[config.mk]
export PLATFORM = sky130hd
export DESIGN_NAME = gt1_ctx_tracker
export DESIGN_NICKNAME = d
export VERILOG_FILES = /design/src/rtl/gt1_ctx_tracker.sv
export SDC_FILE = /design/constraint.sdc
export NUM_CORES = 1
export LEC_CHECK = 0
export CAP_MARGIN = 20
export CORE_MARGIN = 2
export CORE_UTILIZATION = 45
export DETAILED_ROUTE_END_ITERATION = 10
export PLACE_DENSITY = 0.84
export SLEW_MARGIN = 10
export SYNTH_ARGS = -nofsm -noshare
export SYNTH_HDL_FRONTEND = slang
export SYNTH_SLANG_ARGS = --single-unit
[constraint.sdc]
create_clock -name clk -period 2.5 [get_ports clk]
set_input_delay 0.75 -clock clk [delete_from_list [all_inputs] [get_ports clk]]
set_output_delay 0.75 -clock clk [all_outputs]
set_load 0.02 [all_outputs]
[src/rtl/gt1_ctx_tracker.sv]
// gt1_ctx_tracker
// Per-coefficient-group sequencer upstream of the CABAC base-level calculator.
// Takes absolute levels of one 4x4 CG in reverse scan order. For every nonzero
// level it emits (one cycle later) the c1/c2 indices and greater1 context that
// were in force before that level, and pulses lvl_start. It also derives the
// CG's ctx_set from the greater1 outcome of the previous CG in the same TU.
//
// Ports:
//   clk, rst        clock, asynchronous active-high reset
//   tu_start        new TU: clears the previous-CG greater1 flag
//   coef_valid      one coefficient this cycle (no backpressure)
//   cg_first        first coefficient of a CG (qualifies coef_valid)
//   coef_last       last coefficient of a CG (qualifies coef_valid)
//   is_luma, cg_idx CG attributes, sampled with cg_first
//   abs_level       absolute coefficient level
//   lvl_start       one-cycle pulse per nonzero coefficient
//   c1_idx, c2_idx, greater1_ctx, ctx_set, abs_level_out
//                   per-coefficient results, held between pulses
//   cg_done         one-cycle pulse at CG end, with nz_count
//   protocol_err    sticky protocol violation flag
module gt1_ctx_tracker #(
    parameter int C1FLAG_NUMBER = 8,
    parameter int CG_SIZE       = 16,
    parameter int LEVEL_W       = 16
) (
    input  logic               clk,
    input  logic               rst,
    input  logic               tu_start,
    input  logic               coef_valid,
    input  logic               cg_first,
    input  logic               coef_last,
    input  logic               is_luma,
    input  logic [3:0]         cg_idx,
    input  logic [LEVEL_W-1:0] abs_level,
    output logic               lvl_start,
    output logic [7:0]         c1_idx,
    output logic [7:0]         c2_idx,
    output logic [1:0]         greater1_ctx,
    output logic [1:0]         ctx_set,
    output logic [LEVEL_W-1:0] abs_level_out,
    output logic               cg_done,
    output logic [4:0]         nz_count,
    output logic               protocol_err
);

    typedef enum logic {IDLE, IN_CG} state_t;

    function automatic logic [7:0] sat_inc8(input logic [7:0] v);
        return (v == 8'hFF) ? v : v + 8'd1;
    endfunction

    state_t             state_q, state_d;
    logic [7:0]         c1_q, c1_d, c2_q, c2_d;
    logic [1:0]         g1_q, g1_d, ctx_q, ctx_d;
    logic [4:0]         nz_q, nz_d, cnt_q, cnt_d;
    logic               prev_q, prev_d, err_q, err_d;
    logic               lvl_start_q, lvl_start_d, cg_done_q, cg_done_d;
    logic [7:0]         c1o_q, c1o_d, c2o_q, c2o_d;
    logic [1:0]         g1o_q, g1o_d, ctxo_q, ctxo_d;
    logic [LEVEL_W-1:0] lvlo_q, lvlo_d;
    logic [4:0]         nzo_q, nzo_d;

    // Working values: cg_first restarts the CG state in the same cycle.
    logic               accept, nonzero, gt1, prev_eff, full, cg_end;
    logic [7:0]         c1_b, c2_b, c1_n, c2_n;
    logic [1:0]         g1_b, g1_n, ctx_b;
    logic [4:0]         nz_b, nz_n, cnt_n;

    always_comb begin
        accept   = coef_valid && (cg_first || state_q == IN_CG);
        prev_eff = tu_start ? 1'b0 : prev_q;
        nonzero  = (abs_level != '0);
        gt1      = (abs_level > LEVEL_W'(1));

        c1_b  = cg_first ? 8'd0 : c1_q;
        c2_b  = cg_first ? 8'd0 : c2_q;
        g1_b  = cg_first ? 2'd1 : g1_q;
        nz_b  = cg_first ? 5'd0 : nz_q;
        ctx_b = cg_first ? (((cg_idx == 4'd0) || !is_luma) ? 2'd0 : 2'd2) + {1'b0, prev_eff}
                         : ctx_q;

        c1_n = nonzero ? sat_inc8(c1_b) : c1_b;
        c2_n = (nonzero && gt1 && (c1_b < 8'(C1FLAG_NUMBER))) ? sat_inc8(c2_b) : c2_b;
        if (!nonzero)          g1_n = g1_b;
        else if (gt1)          g1_n = 2'd0;
        else if (g1_b == 2'd0) g1_n = 2'd0;
        else if (g1_b == 2'd3) g1_n = 2'd3;
        else                   g1_n = g1_b + 2'd1;
        nz_n   = nonzero ? nz_b + 5'd1 : nz_b;
        cnt_n  = (cg_first ? 5'd0 : cnt_q) + 5'd1;
        full   = (cnt_n == 5'(CG_SIZE));
        cg_end = coef_last || full;

        state_d     = state_q;
        c1_d        = c1_q;
        c2_d        = c2_q;
        g1_d        = g1_q;
        ctx_d       = ctx_q;
        nz_d        = nz_q;
        cnt_d       = cnt_q;
        prev_d      = prev_eff;
        lvl_start_d = 1'b0;
        cg_done_d   = 1'b0;
        c1o_d       = c1o_q;
        c2o_d       = c2o_q;
        g1o_d       = g1o_q;
        ctxo_d      = ctxo_q;
        lvlo_d      = lvlo_q;
        nzo_d       = nzo_q;

        // Stray coefficient in IDLE, CG restart while busy, or a CG that fills
        // without coef_last are all protocol violations.
        err_d = err_q
              | (coef_valid && !cg_first && state_q == IDLE)
              | (coef_valid && cg_first && state_q == IN_CG)
              | (accept && full && !coef_last);

        if (accept) begin
            c1_d    = c1_n;
            c2_d    = c2_n;
            g1_d    = g1_n;
            ctx_d   = ctx_b;
            nz_d    = nz_n;
            cnt_d   = cnt_n;
            state_d = cg_end ? IDLE : IN_CG;
            if (nonzero) begin
                lvl_start_d = 1'b1;
                c1o_d       = c1_b;
                c2o_d       = c2_b;
                g1o_d       = g1_b;
                ctxo_d      = ctx_b;
                lvlo_d      = abs_level;
            end
            if (cg_end) begin
                cg_done_d = 1'b1;
                nzo_d     = nz_n;
                prev_d    = (g1_n == 2'd0);
            end
        end
    end

    always_ff @(posedge clk or posedge rst) begin
        if (rst) begin
            state_q     <= IDLE;
            c1_q        <= '0;
            c2_q        <= '0;
            g1_q        <= '0;
            ctx_q       <= '0;
            nz_q        <= '0;
            cnt_q       <= '0;
            prev_q      <= 1'b0;
            err_q       <= 1'b0;
            lvl_start_q <= 1'b0;
            cg_done_q   <= 1'b0;
            c1o_q       <= '0;
            c2o_q       <= '0;
            g1o_q       <= '0;
            ctxo_q      <= '0;
            lvlo_q      <= '0;
            nzo_q       <= '0;
        end else begin
            state_q     <= state_d;
            c1_q        <= c1_d;
            c2_q        <= c2_d;
            g1_q        <= g1_d;
            ctx_q       <= ctx_d;
            nz_q        <= nz_d;
            cnt_q       <= cnt_d;
            prev_q      <= prev_d;
            err_q       <= err_d;
            lvl_start_q <= lvl_start_d;
            cg_done_q   <= cg_done_d;
            c1o_q       <= c1o_d;
            c2o_q       <= c2o_d;
            g1o_q       <= g1o_d;
            ctxo_q      <= ctxo_d;
            lvlo_q      <= lvlo_d;
            nzo_q       <= nzo_d;
        end
    end

    assign lvl_start     = lvl_start_q;
    assign c1_idx        = c1o_q;
    assign c2_idx        = c2o_q;
    assign greater1_ctx  = g1o_q;
    assign ctx_set       = ctxo_q;
    assign abs_level_out = lvlo_q;
    assign cg_done       = cg_done_q;
    assign nz_count      = nzo_q;
    assign protocol_err  = err_q;

endmodule

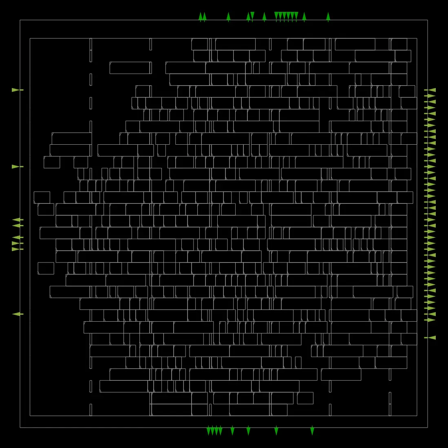
*Cell placement*
flop share of the area: 37.36%
Util after Layout: 65.54%

==> qor.yml <==
area_delta_synth_final_pct: 39.68
fp.dieH_um: 94.00
top_cell: "nand2_1"
seq_cells: 76
fp_nets: 420
fin_area_mm2: 0.005091
simple_gate_share_pct: 22.97
ys_top_logic_family: "simple AND/OR/NAND/NOR gates"
top_layer: "met4"
cts_setup_buffers: 0
synth_flops: 76
ys_cells: 388
clk_path_buf_depth: 2
yosysWarnings: 0
ios: 71
fp-row-count: 32
grt.overflow.total: 0
top_cell_area_share_pct: 52.18
p_sw_mw: 1.056
cts_root_buf: "clkbuf_8"
tritoncts: "yes"
synth_seq_share_pct: 52.18
comb_area_mm2: 0.001642
finalCriticalPeriod_ns: 2.325
rr_endpoint: "prev_q"
path_cells: "clkdlybuf4s50_1 -> nor4_2 -> nand4_1 -> buf_4 -> o21ai_4 -> buf_4 -> nor2_1 -> o2bb2ai_1"
peakVddDrop_mv: 0.4381
grt_usage_pct: 23.21
routed-wl-met3_um: 627
ant_nets: 0
max_stage_delay_ns: 0.44
synth.avg_cell_area_um2: 9.394
drv_slew: 0
p_seq_mw: 1.53
fin_cells: 601
mux_area_share_pct: 2.025
nClkBuffers: 10
finalNetCount: 526
warnings: 27
dr_total_vias: 3316
worst_pin_slew_ns: 0.5259
max_slew_margin_pct: 64.94
hold_ws_ns: 0.4646
status: "complete, no violations"
inv_count: 8
viasPerCell: 5.517
power_mw: 3.763
synth-main-ff-cell: "dfrtp_1"
grt_start_max_net_pins: 77
fin_skew_ns: 0.008670
synth-edff-count: 0
grt_pass1_vias: 3355
startpoint_type: "primary input"
signal_buffers: 116
worstPathMaxFanout: 27
drtIter0Drc: 308
r2r-start: "cnt_q[1]"
ys_async_sr_fraction_pct: 100.0
first_pass_iters: 5
grtUsageMet2_pct: 37.50
leakage_nw: 2.306
worst-path-stages: 8
mostFrequentLayoutCells: "114 x nand2_1, 76 x dfrtp_1, 69 x clkdlybuf4s50_1, 42 x buf_4, 29 x o21ai_0"
wl_met2_um: 4726
pg_clk_mw: 1.37
power.density_mw_per_mm2: 739.1
htree_levels: 3
cp_num_buf_inv: 3
clk_latency_ns: 0.36
pwr-share-seq_pct: 40.8
final-hold-violation-count: 0
drc_errors: 0
postLayoutSetupSlackWorst_ns: 0.1746
routed_wirelength_um: 9578
crit_required_ns: 2.79
syn-cell-area_mm2: 0.003645
clkSlewWorstSetupHoldPaths_ns: 0.08
cp_top_family: "buffers and inverters"
die_w_um: 94.00
syn_inst: 388
nonClkBufAreaFrac_pct: 21.41
use_met1_pct: 30.72
clock.fmax_ghz: 0.4300
setup-tns-final_ns: 0
fill_cells: 604
adder_share_pct: 1.716
grt_pass1_wl_um: 15950
power-top-group: "registers"
slowest_stage: "clkdlybuf4s50_1"
ctsHoldBuffers: 0
ff_latch_area_mm2: 0.001902
hp-class: "flop to flop"
setup-violations-final: 0
hold-path-endpoint: "protocol_err"
ys_chip_area_mm2: 0.003645
max_cap_viol_count: 0
rsz0062_at_grt: "false"
drive_gt1_share_pct: 16.23
layout_top_cell: "nand2_1"
ys_sh_xor_pct: 3.605
fp-utilization_pct: 46.92
worstPathArrival_ns: 2.61
wl_per_cell_um: 15.94
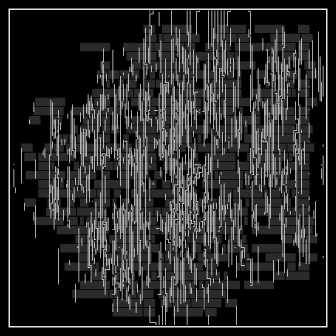
*The metal 2 layer*
main direction = vertical
longest straight run = 32.6 µm
wire length on this layer = 4730 µm

flip-flops by register name, summed over array words and instances (netlist names):
| name | flops |
|---|---|
| greater1_ctx | 2 |
| nz_count | 5 |
| cnt_q | 5 |
| c1_q | 8 |
| c2_q | 8 |
| c1_idx | 8 |
| ctx_q | 2 |
| g1_q | 2 |
| protocol_err | 1 |
| abs_level_out | 16 |
| lvl_start | 1 |
| cg_done | 1 |
| state_q | 1 |
| nz_q | 5 |
| prev_q | 1 |
| ctx_set | 2 |
| c2_idx | 8 |
worst max path at each step:
stage                        from     endpoint  slack [ns]
floorplan                cg_first  nz_count[3]        0.01
global placement         cg_first      c1_q[3]       -0.23
detailed placement       cg_first      c1_q[3]       -0.37
CTS                      cg_first      c2_q[1]        0.07
global route        abs_level[15]      c1_q[7]        0.07
finish              abs_level[15]      c1_q[7]        0.17
Power and IR drop assume default switching activity.
